[src/rtl/codec_stream_pkg.sv]
// Shared types and constants for the codec sample stream bridge.
// States are plain 2-bit constants so legacy code can keep comparing raw codes.
package codec_stream_pkg;

  localparam int unsigned DW_DEFAULT = 24;

  typedef logic [1:0] state_t;

  localparam state_t S_IDLE  = 2'd0;
  localparam state_t S_PRIME = 2'd1;
  localparam state_t S_RUN   = 2'd2;

  localparam logic [DW_DEFAULT-1:0] MUTE_SAMPLE = '0;

endpackage

[src/rtl/sample_fifo.sv]
// sample_fifo: synchronous first-word fall-through FIFO.
// Ports:
//   clk, rst_ni         clock, async active-low reset
//   flush_i             synchronous empty (wins over push)
//   push_i / wdata_i    write request and data; accepted when not full or popping
//   pop_i               read request; ignored when empty
//   rdata_o             head entry (0 when empty)
//   full_o, empty_o     status
//   level_o             occupancy, wptr - rptr
module sample_fifo #(
  parameter int unsigned DW    = 24,
  parameter int unsigned DEPTH = 8
) (
  input  logic                     clk,
  input  logic                     rst_ni,
  input  logic                     flush_i,
  input  logic                     push_i,
  input  logic                     pop_i,
  input  logic [DW-1:0]            wdata_i,
  output logic [DW-1:0]            rdata_o,
  output logic                     full_o,
  output logic                     empty_o,
  output logic [$clog2(DEPTH):0]   level_o
);

  localparam int unsigned AW = $clog2(DEPTH);
  localparam int unsigned LW = AW + 1;

  logic [DW-1:0] r_mem [DEPTH];
  logic [LW-1:0] r_wptr;
  logic [LW-1:0] r_rptr;
  logic          w_pop;
  logic          w_push;

  assign empty_o = (r_wptr == r_rptr);
  assign full_o  = (r_wptr[AW] != r_rptr[AW]) && (r_wptr[AW-1:0] == r_rptr[AW-1:0]);
  assign level_o = r_wptr - r_rptr;
  // Head is forced to 0 when empty so nothing uninitialised leaks out.
  assign rdata_o = empty_o ? '0 : r_mem[r_rptr[AW-1:0]];

  // A push into a full FIFO only succeeds when the head leaves in the same cycle.
  assign w_pop  = pop_i && !empty_o && !flush_i;
  assign w_push = push_i && (!full_o || w_pop) && !flush_i;

  // Pointer update
  always_ff @(posedge clk or negedge rst_ni) begin
    if (!rst_ni) begin
      r_wptr <= '0;
      r_rptr <= '0;
    end else if (flush_i) begin
      r_wptr <= '0;
      r_rptr <= '0;
    end else begin
      if (w_push) r_wptr <= r_wptr + LW'(1);
      if (w_pop)  r_rptr <= r_rptr + LW'(1);
    end
  end

  // Storage
  always_ff @(posedge clk) begin
    if (w_push) r_mem[r_wptr[AW-1:0]] <= wdata_i;
  end

endmodule

[src/rtl/codec_sample_stream_bridge.sv]
// codec_sample_stream_bridge: elastic bridge between the codec parallel sample
// port (one clk_sample edge per LRCK frame) and valid/ready DSP streams.
// Ports:
//   clk_sample, rst_ni          frame clock, async active-low reset
//   en_i                        stream enable
//   sample_from_linein_i        captured line-in sample
//   data_to_lineout_o           registered line-out sample
//   load_o                      codec run/load strobe
//   rx_data_o/valid_o/ready_i   line-in stream (first-word fall-through)
//   tx_data_i/valid_i/ready_o   line-out stream
//   tx_level_o                  TX FIFO occupancy
//   clr_status_i                clears sticky flags (a same-cycle event wins)
//   rx_overrun_o, tx_underrun_o sticky status
// Build option: define CODEC_STREAM_HOLD_ON_UNDERRUN_EN to hold the last
// line-out sample on underrun instead of muting.
module codec_sample_stream_bridge
  import codec_stream_pkg::*;
#(
  parameter int unsigned DW          = DW_DEFAULT,
  parameter int unsigned DEPTH       = 8,
  parameter int unsigned PRIME_LEVEL = 2
) (
  input  logic                   clk_sample,
  input  logic                   rst_ni,
  input  logic                   en_i,
  input  logic [DW-1:0]          sample_from_linein_i,
  output logic [DW-1:0]          data_to_lineout_o,
  output logic                   load_o,
  output logic [DW-1:0]          rx_data_o,
  output logic                   rx_valid_o,
  input  logic                   rx_ready_i,
  input  logic [DW-1:0]          tx_data_i,
  input  logic                   tx_valid_i,
  output logic                   tx_ready_o,
  output logic [$clog2(DEPTH):0] tx_level_o,
  input  logic                   clr_status_i,
  output logic                   rx_overrun_o,
  output logic                   tx_underrun_o
);

  localparam int unsigned LW = $clog2(DEPTH) + 1;
  localparam logic [DW-1:0] MUTE = DW'(MUTE_SAMPLE);

  state_t        r_state;
  state_t        w_state_nxt;
  logic          r_load;
  logic          w_load_nxt;
  logic          r_first;
  logic          r_alive;
  logic [DW-1:0] r_lineout;
  logic [DW-1:0] w_lineout_nxt;
  logic          r_rx_overrun;
  logic          r_tx_underrun;

  logic          w_to_idle;
  logic          w_rx_push;
  logic          w_rx_pop;
  logic          w_rx_full;
  logic          w_rx_empty;
  logic          w_rx_drop;
  logic [LW-1:0] w_rx_level_unused;
  logic          w_tx_push;
  logic          w_tx_pop;
  logic          w_tx_full;
  logic          w_tx_empty;
  logic [DW-1:0] w_tx_rdata;
  logic [LW-1:0] w_tx_level;
  logic          w_underrun;

  // Leaving PRIME/RUN because enable dropped: flush both FIFOs this edge.
  assign w_to_idle = (r_state != S_IDLE) && !en_i;

  // The first loaded edge still carries the previous, unloaded frame's sample.
  assign w_rx_push = r_load && !r_first && !w_to_idle;
  assign w_rx_pop  = !w_rx_empty && rx_ready_i;
  assign w_rx_drop = w_rx_push && w_rx_full && !w_rx_pop;

  assign w_tx_push  = tx_valid_i && tx_ready_o;
  assign w_tx_pop   = (r_state == S_RUN) && en_i && !w_tx_empty;
  assign w_underrun = (r_state == S_RUN) && en_i && w_tx_empty;

  sample_fifo #(.DW(DW), .DEPTH(DEPTH)) u_rx_fifo (
    .clk     (clk_sample),
    .rst_ni  (rst_ni),
    .flush_i (w_to_idle),
    .push_i  (w_rx_push),
    .pop_i   (w_rx_pop),
    .wdata_i (sample_from_linein_i),
    .rdata_o (rx_data_o),
    .full_o  (w_rx_full),
    .empty_o (w_rx_empty),
    .level_o (w_rx_level_unused)
  );

  sample_fifo #(.DW(DW), .DEPTH(DEPTH)) u_tx_fifo (
    .clk     (clk_sample),
    .rst_ni  (rst_ni),
    .flush_i (w_to_idle),
    .push_i  (w_tx_push),
    .pop_i   (w_tx_pop),
    .wdata_i (tx_data_i),
    .rdata_o (w_tx_rdata),
    .full_o  (w_tx_full),
    .empty_o (w_tx_empty),
    .level_o (w_tx_level)
  );

  assign rx_valid_o        = !w_rx_empty;
  // r_alive keeps ready low while reset is asserted and until the first edge after it.
  assign tx_ready_o        = r_alive && !w_tx_full;
  assign tx_level_o        = w_tx_level;
  assign load_o            = r_load;
  assign data_to_lineout_o = r_lineout;
  assign rx_overrun_o      = r_rx_overrun;
  assign tx_underrun_o     = r_tx_underrun;

  // State register
  always_ff @(posedge clk_sample or negedge rst_ni) begin
    if (!rst_ni) r_state <= S_IDLE;
    else         r_state <= w_state_nxt;
  end

  // Next state and next registered outputs
  always_comb begin
    w_state_nxt   = r_state;
    w_load_nxt    = 1'b0;
    w_lineout_nxt = r_lineout;
    case (r_state)
      S_IDLE: begin
        w_lineout_nxt = MUTE;
        if (en_i) w_state_nxt = S_PRIME;
      end
      S_PRIME: begin
        w_load_nxt    = 1'b1;
        w_lineout_nxt = MUTE;
        if (w_tx_level >= LW'(PRIME_LEVEL)) w_state_nxt = S_RUN;
      end
      S_RUN: begin
        w_load_nxt = 1'b1;
        if (!w_tx_empty) begin
          w_lineout_nxt = w_tx_rdata;
        end else begin
`ifdef CODEC_STREAM_HOLD_ON_UNDERRUN_EN
          w_lineout_nxt = r_lineout;
`else
          w_lineout_nxt = MUTE;
`endif
        end
      end
      default: begin
        w_state_nxt   = S_IDLE;
        w_lineout_nxt = MUTE;
      end
    endcase
    if (w_to_idle) begin
      w_state_nxt   = S_IDLE;
      w_load_nxt    = 1'b0;
      w_lineout_nxt = MUTE;
    end
  end

  // Registered outputs, capture-skip tracking and sticky status
  always_ff @(posedge clk_sample or negedge rst_ni) begin
    if (!rst_ni) begin
      r_load        <= 1'b0;
      r_first       <= 1'b1;
      r_alive       <= 1'b0;
      r_lineout     <= '0;
      r_rx_overrun  <= 1'b0;
      r_tx_underrun <= 1'b0;
    end else begin
      r_load        <= w_load_nxt;
      r_first       <= !r_load;
      r_alive       <= 1'b1;
      r_lineout     <= w_lineout_nxt;
      r_rx_overrun  <= w_rx_drop  || (r_rx_overrun  && !clr_status_i);
      r_tx_underrun <= w_underrun || (r_tx_underrun && !clr_status_i);
    end
  end

endmodule

[config.mk]
export PLATFORM = sky130hd
export DESIGN_NAME = codec_sample_stream_bridge
export DESIGN_NICKNAME = d
export VERILOG_FILES = /design/src/rtl/codec_stream_pkg.sv /design/src/rtl/sample_fifo.sv /design/src/rtl/codec_sample_stream_bridge.sv
export SDC_FILE = /design/constraint.sdc
export NUM_CORES = 1
export LEC_CHECK = 0
export CAP_MARGIN = 30
export CORE_ASPECT_RATIO = 0.5
export CORE_MARGIN = 4
export CORE_UTILIZATION = 39
export CTS_BUF_LIST = sky130_fd_sc_hd__clkbuf_4
export DETAILED_ROUTE_END_ITERATION = 12
export PLACE_DENSITY = 0.68
export SKIP_LAST_GASP = 1
export SLEW_MARGIN = 10
export SYNTH_ARGS = -nofsm -noshare
export SYNTH_HDL_FRONTEND = slang
export SYNTH_HIERARCHICAL = 1
export SYNTH_SLANG_ARGS = --single-unit
[constraint.sdc]
create_clock -name clk_sample -period 7.4 [get_ports clk_sample]
set_input_delay 2.22 -clock clk_sample [delete_from_list [all_inputs] [get_ports clk_sample]]
set_output_delay 2.22 -clock clk_sample [all_outputs]
set_load 0.02 [all_outputs]
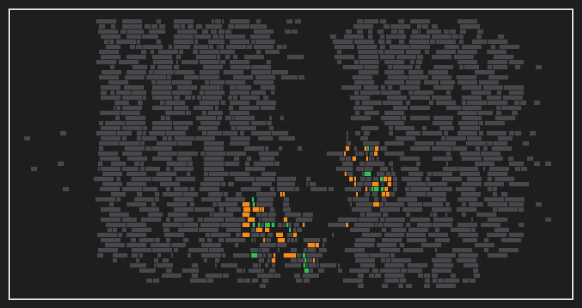
**Above:** gate families picked out.
Orange marks nor cells, cells 47, most used nor2_1. Green marks nand cells, cells 19, most used nand2_1, where bottom center.

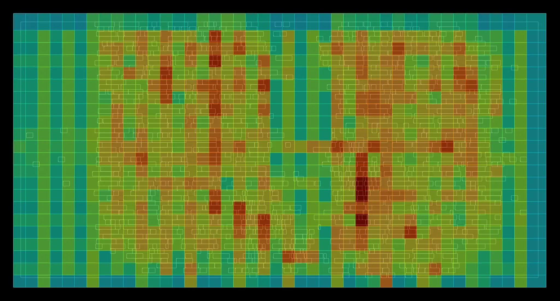
**Above:** congestion heat map.
total routing resource utilization after global routing: 0.145
final core utilization: 0.473
global routing usage on met3: 0.0368
GR Util met1: 0.174

==> report_table.html <==
<p>Metrics extracted from the flow reports.</p>
<table>
<tr><th>Metric</th><th>Value</th></tr>
<tr><th colspan="2">Hold path</th></tr>
<tr><td>Hold-critical path endpoint</td><td>r_first</td></tr>
<tr><td>Cell count of the worst hold path</td><td>1</td></tr>
<tr><td>Classification of the worst-slack hold path</td><td>register to register</td></tr>
<tr><th colspan="2">Pwr</th></tr>
<tr><td>Fraction of power spent switching nets</td><td>0.271</td></tr>
<tr><td>Power in combinational cells</td><td>1.21 mW</td></tr>
<tr><td>Pwr Density</td><td>299 nW/µm²</td></tr>
<tr><td>Clock power share</td><td>0.322</td></tr>
<tr><td>Sequential cell power</td><td>2.82 mW</td></tr>
<tr><th colspan="2">Worst setup path</th></tr>
<tr><td>Required @ worst endpoint</td><td>5.18 ns</td></tr>
<tr><th colspan="2">Timing</th></tr>
<tr><td>Relative slew slack</td><td>0.353</td></tr>
<tr><td>Setup violations, final</td><td>0</td></tr>
<tr><td>Post-route fraction of the period consumed by the critical path</td><td>0.783</td></tr>
<tr><th colspan="2">Outcome</th></tr>
<tr><td>Outcome</td><td>finished clean</td></tr>
<tr><th colspan="2">Finish</th></tr>
<tr><td>Number of multi-input combinational cells in the layout</td><td>303</td></tr>
<tr><td>Layout clock buffer count</td><td>151</td></tr>
<tr><td>Dominant class by area</td><td>registers</td></tr>
<tr><td>Logic area</td><td>3800 µm²</td></tr>
<tr><th colspan="2">Clocking</th></tr>
<tr><td>Buffer cell driving the clock tree root</td><td>clkbuf_4</td></tr>
<tr><td>Maximum level of the CTS H-tree</td><td>3</td></tr>
<tr><th colspan="2">Flow run</th></tr>
<tr><td>Maximum Capacitance Violations</td><td>0</td></tr>
<tr><th colspan="2">Synthesis</th></tr>
<tr><td>Synthesized cell area</td><td>16700 µm²</td></tr>
</table>
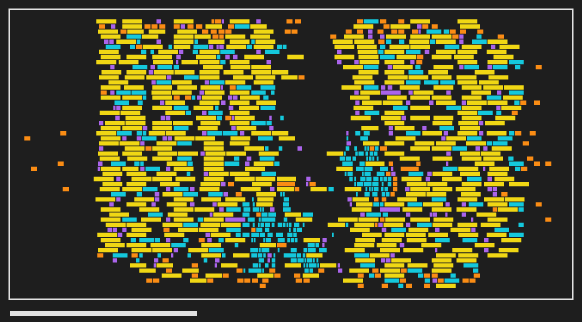
**Above:** cell classes on the final placement.
Scale bar: 100 µm.
Yellow marks registers, cells 431, share of their area 66%. Cyan marks remaining logic cells, cells 320, share of their area 20%. Purple marks clock drivers and dummy loads, cells 180, share of their area 6.9%. Orange marks remaining buffers and delay cells, cells 131, share of their area 6.8%.

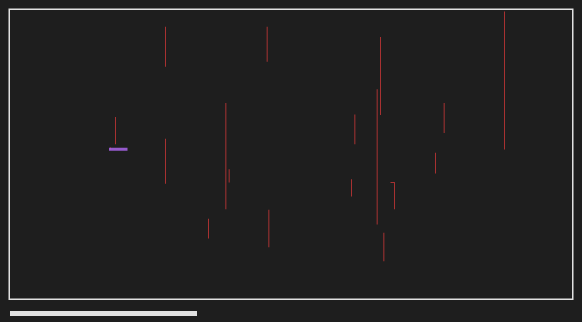
**Above:** wiring by layer.
Scale bar: 100 µm. Two of the layers only.
Purple marks M5, wire length 8.30 µm. Red marks M4, wire length 440 µm.

flip-flops by register name (all words and copies together), names as in the netlist, 2 cells and up:
| signal | count |
|---|---|
| u_tx_fifo/r_mem | 192 |
| u_rx_fifo/r_mem | 192 |
| data_to_lineout_o | 24 |
| u_tx_fifo/r_wptr | 4 |
| u_rx_fifo/r_rptr | 4 |
| u_tx_fifo/r_rptr | 4 |
| r_state | 2 |
| u_rx_fifo/r_wptr | 4 |
worst max-delay path by stage:
stage                             start                     to  slack [ns]  depth (start not counted)
floorplan                          en_i  u_rx_fifo/r_mem[1][0]        2.21                          5
global placement    u_rx_fifo/r_wptr[0]          rx_data_o[12]        2.28                          8
detailed placement  u_rx_fifo/r_wptr[0]          rx_data_o[12]        2.16                          8
CTS                 u_rx_fifo/r_wptr[0]          rx_data_o[12]        1.29                          8
global route        u_rx_fifo/r_wptr[0]          rx_data_o[19]        1.36                          8
finish              u_rx_fifo/r_wptr[0]          rx_data_o[19]        1.60                          8
layer usage:
metal	share of wire	GRT usage	up-vias
met4	0.013	0.0472	2
met5	0.00024	0	-
met3	0.048	0.0368	49
met1	0.40	0.174	4307
li1	-	-	3693
met2	0.54	0.259	185
stage by stage:
stage | setup WS, ns | cells | power, mW
4_1_cts | 1.29 | 1637 | 6.04
2_1_floorplan | 2.21 | 788 | 3.64
6_report | 1.60 | 1640 | 5.95
5_1_grt | 1.36 | 1640 | 6.28
3_3_place_gp | 2.28 | 1454 | 4.06
3_5_place_dp | 2.16 | 1457 | 4.10
critical path, stage by stage (launching register included):
cell and delay [ns]:
dfrtp_1 0.41, inv_1 0.12, ha_1 0.32, nand3_2 0.17, nor2_2 0.10, nor2_2 0.52, buf_4 0.37, a22o_1 0.19
clkdlybuf4s50_1 0.61
Power is estimated from default activity; no workload was simulated.
